==> config.mk <==
export PLATFORM = sky130hd
export DESIGN_NAME = bus_master_if
export DESIGN_NICKNAME = d
export VERILOG_FILES = /design/src/rtl/bus_master_if.sv
export SDC_FILE = /design/constraint.sdc
export NUM_CORES = 1
export LEC_CHECK = 0
export ABC_AREA = 1
export CORE_MARGIN = 3
export CORE_UTILIZATION = 38
export CTS_BUF_LIST = sky130_fd_sc_hd__clkbuf_16
export DETAILED_ROUTE_END_ITERATION = 8
export PLACE_DENSITY = 0.81
export SLEW_MARGIN = 15
export SYNTH_ARGS = -nofsm -noshare
export SYNTH_HDL_FRONTEND = slang
export SYNTH_SLANG_ARGS = --single-unit
==> constraint.sdc <==
create_clock -name clk -period 1.3 [get_ports clk]
set_input_delay 0.26 -clock clk [delete_from_list [all_inputs] [get_ports clk]]
set_output_delay 0.26 -clock clk [all_outputs]
set_load 0.01 [all_outputs]
==> src/rtl/bus_master_if.sv <==
// -----------------------------------------------------------------------------
// bus_master_if
// Bus initiator for one CPU pipeline stage. It accepts a single-word read or
// write from the pipeline and runs the request/grant handshake. It pulses the
// address strobe for one cycle, then waits for the responder's ready. Read data
// is returned in a register. A read that times out is aborted with a one-cycle
// error pulse.
//
// Ports
//   clk, reset          clock, asynchronous active-low reset
//   req, rw, addr,      pipeline request (level), 1 = read / 0 = write,
//   wr_data             word address and write data
//   stall, flush        pipeline stall (holds result) / flush (blocks start)
//   rd_data             registered read data
//   busy                combinational; pipeline stalls while high
//   err                 one-cycle pulse on timeout abort
//   bus_req_, bus_grnt_ bus request out / grant in, active-low
//   bus_as_             address strobe, active-low, one cycle per transaction
//   bus_rw, bus_addr,   latched transaction attributes, stable from request
//   bus_wr_data         until retirement
//   bus_rd_data         read data from the responder
//   bus_rdy_            responder ready, active-low
// -----------------------------------------------------------------------------
module bus_master_if #(
   parameter int ADDR_W  = 30,
   parameter int DATA_W  = 32,
   parameter int TIMEOUT = 255
) (
   input  logic              clk,
   input  logic              reset,
   input  logic              req,
   input  logic              rw,
   input  logic [ADDR_W-1:0] addr,
   input  logic [DATA_W-1:0] wr_data,
   input  logic              stall,
   input  logic              flush,
   output logic [DATA_W-1:0] rd_data,
   output logic              busy,
   output logic              err,
   output logic              bus_req_,
   input  logic              bus_grnt_,
   output logic              bus_as_,
   output logic              bus_rw,
   output logic [ADDR_W-1:0] bus_addr,
   output logic [DATA_W-1:0] bus_wr_data,
   input  logic [DATA_W-1:0] bus_rd_data,
   input  logic              bus_rdy_
);

   typedef enum logic [1:0] {IDLE, REQ, ACCESS, STALL} state_t;

   // TIMEOUT is at most 255, so an 8-bit counter covers every legal setting.
   localparam logic [7:0] CNT_LAST = 8'(TIMEOUT - 1);

   state_t     state;
   logic [7:0] cnt;

   always_ff @(posedge clk or negedge reset) begin
      if (!reset) begin
         state       <= IDLE;
         bus_req_    <= 1'b1;
         bus_as_     <= 1'b1;
         bus_rw      <= 1'b1;
         bus_addr    <= '0;
         bus_wr_data <= '0;
         rd_data     <= '0;
         err         <= 1'b0;
         cnt         <= '0;
      end else begin
         err <= 1'b0;
         case (state)
            IDLE: begin
               if (req && !flush) begin
                  bus_addr    <= addr;
                  bus_rw      <= rw;
                  bus_wr_data <= wr_data;
                  bus_req_    <= 1'b0;
                  state       <= REQ;
               end
            end
            REQ: begin
               if (!bus_grnt_) begin
                  bus_as_ <= 1'b0;
                  cnt     <= '0;
                  state   <= ACCESS;
               end
            end
            ACCESS: begin
               // The strobe was driven low on entry; it drops back after one cycle.
               bus_as_ <= 1'b1;
               if (!bus_rdy_) begin
                  // Ready takes priority over a timeout on the same edge.
                  if (bus_rw) begin
                     rd_data <= bus_rd_data;
                  end
                  bus_req_ <= 1'b1;
                  state    <= stall ? STALL : IDLE;
               end else if (cnt == CNT_LAST) begin
                  bus_req_ <= 1'b1;
                  rd_data  <= '0;
                  err      <= 1'b1;
                  state    <= stall ? STALL : IDLE;
               end else begin
                  cnt <= cnt + 8'd1;
               end
            end
            STALL: begin
               if (!stall) begin
                  state <= IDLE;
               end
            end
            default: state <= IDLE;
         endcase
      end
   end

   // A request about to be accepted already counts as busy, so the pipeline
   // stalls in the same cycle it asks.
   assign busy = ((state == IDLE) && req && !flush) || (state == REQ) || (state == ACCESS);

endmodule

==> qor.yml <==
logic_synthesis:
  syn_area_um2: 4511
  yosysTopAreaCellShare: 0.5825
  ys_cells: 518
  ys_warn_count: 0
  synth_cell_types: 25
  synth.avg_cell_area_um2: 8.708
  synthMuxAreaShare: 0
  yosys_area_um2: 4511
  synth_flops: 108
worst_setup_path:
  cp_num_cells: 4
  critPathLaunchType: "flip-flop"
  crit_end: "busy"
  rrSetupSlack_ns: -0.16
  worst_r2r_endpoint: "rd_data[15]"
  reg2regPathDepth: 9
  path_delay_family: "flip-flops"
  endpoint_kind: "output port"
  cpMostUsedCell: "buf_6"
  crit_path_start: "state[0]"
  crit_path_max_incr_delay_ns: 0.47
route:
  drtPass1Iterations: 4
  top_layer_used: "met4"
  drt_iter0_drc: 241
  vias: 4748
  met1_length_um: 6557
  antenna_left: 0
  drc: 0
  wl_met3_um: 1070
  routed_wl_um: 16930
  vias_per_cell: 5.133
  wl_per_cell_um: 18.30
cells_and_area:
  final_cell_mix: "nand2_1 (137), dfrtp_1 (104), nand2_2 (102), clkdlybuf4s50_1 (100), clkdlybuf4s15_1 (61)"
  n_antenna_cell: 0
  largest_cell_class: "non-clock buffers"
  seq_area_um2: 2708
  buffer_area_frac: 0.3493
  flop-count: 108
  final_common_cell: "nand2_1"
  post-route-util: 0.7507
pwr:
  maxPowerGroup: "combinational cells"
  p_clk_frac: 0.173
  p_int_uw: 11060
  clk-power_uw: 3050
  peakVddDrop_v: 0.001336
  comb_cell_power_uw: 8700
sta:
  grt_setup_unrepaired: "true"
  max_slew_margin: 0.7695
  hold_slack_ns: 0.2844
  totalNegativeSetupSlack_ns: -8.687
  timing.fmax_mhz: 675.7
  tightest_slew_ns: 0.3421
  hold_violations: 0
  worst_slack_ns: -0.1800
  post-route-period-util: 1.138
  setup_viol: 106
  min_period_ns: 1.480
  skew_ns: 0.006137
die:
  design.core.area_um2: 11520
  die_area_um2: 13210
  rows: 39
  pin_count: 201
grt:
  grt_pass1_wl_um: 23030
  met2_usage: 0.3850
  grt_usage: 0.2203
  antenna_found_initial: 0
outcome:
  status: "finished, violations left"
  violations: "negative setup slack"
clocking:
  ctsResizeCount: 219
  post_cts_buffers: 11
  cts.sinks: 108
  postCtsHoldBufs: 1
  clock.latency.late_pin_ns: 0.34
  cts_tree: "built"
place:
  portBuffers: 200
  dp_cells: 863
  placed_area_um2: 6818
  dp_hpwl_um: 9365
  pre_cts_ws_ns: -0.5245
run:
  warnings: 30
flip-flops by register name, summed over array words and instances, names as in the netlist:
signal	cells
bus_addr	30
bus_req_	1
bus_as_	1
err	1
bus_wr_data	32
bus_rw	1
state	2
rd_data	32
cnt	8
synthesized netlist by cell type:
cell / count
nor3_1: 1
nor2_1: 10
nand2_1: 285
o21bai_1: 2
nand3_2: 2
clkbuf_1: 7
o21ai_1: 2
buf_2: 7
o21ai_0: 5
inv_1: 11
nand3_1: 16
or2_2: 1
ha_1: 2
nand4_1: 33
nor2_4: 2
nand2_2: 1
a21oi_1: 1
buf_6: 4
buf_4: 10
dfrtp_1: 105
o21ai_2: 3
clkinv_1: 1
nor2_2: 1
dfstp_2: 3
inv_2: 3
### Logic cells by family

(4 px per um)
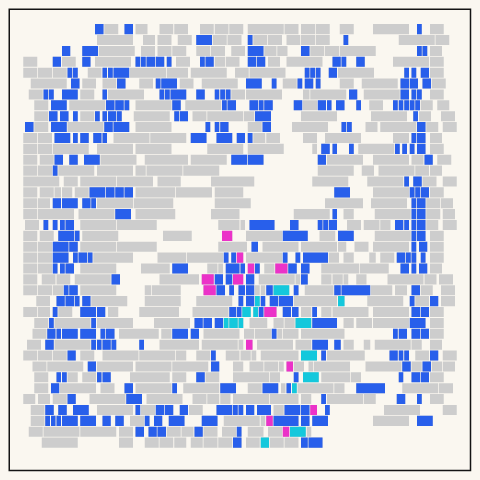
- magenta: aoi and oai cells (cells 13)
- blue: nand cells (cells 338; where widely spread)
- cyan: nor cells (cells 14)
Layout Cells excl Fill: 925
multi-input combinational area share: 0.2673

### Routing congestion map

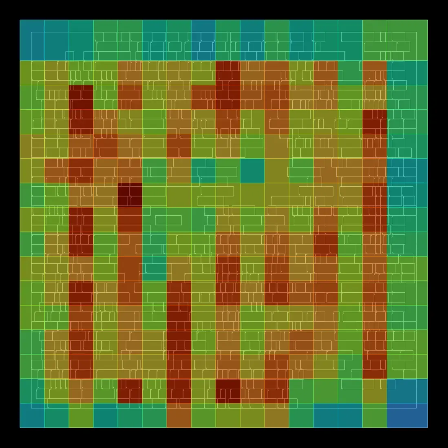
GRT Max-Usage Layer: met2
met1 usage in global routing: 0.2655
met3 Use GR: 0.04211

Power is estimated from default activity; no workload was simulated.
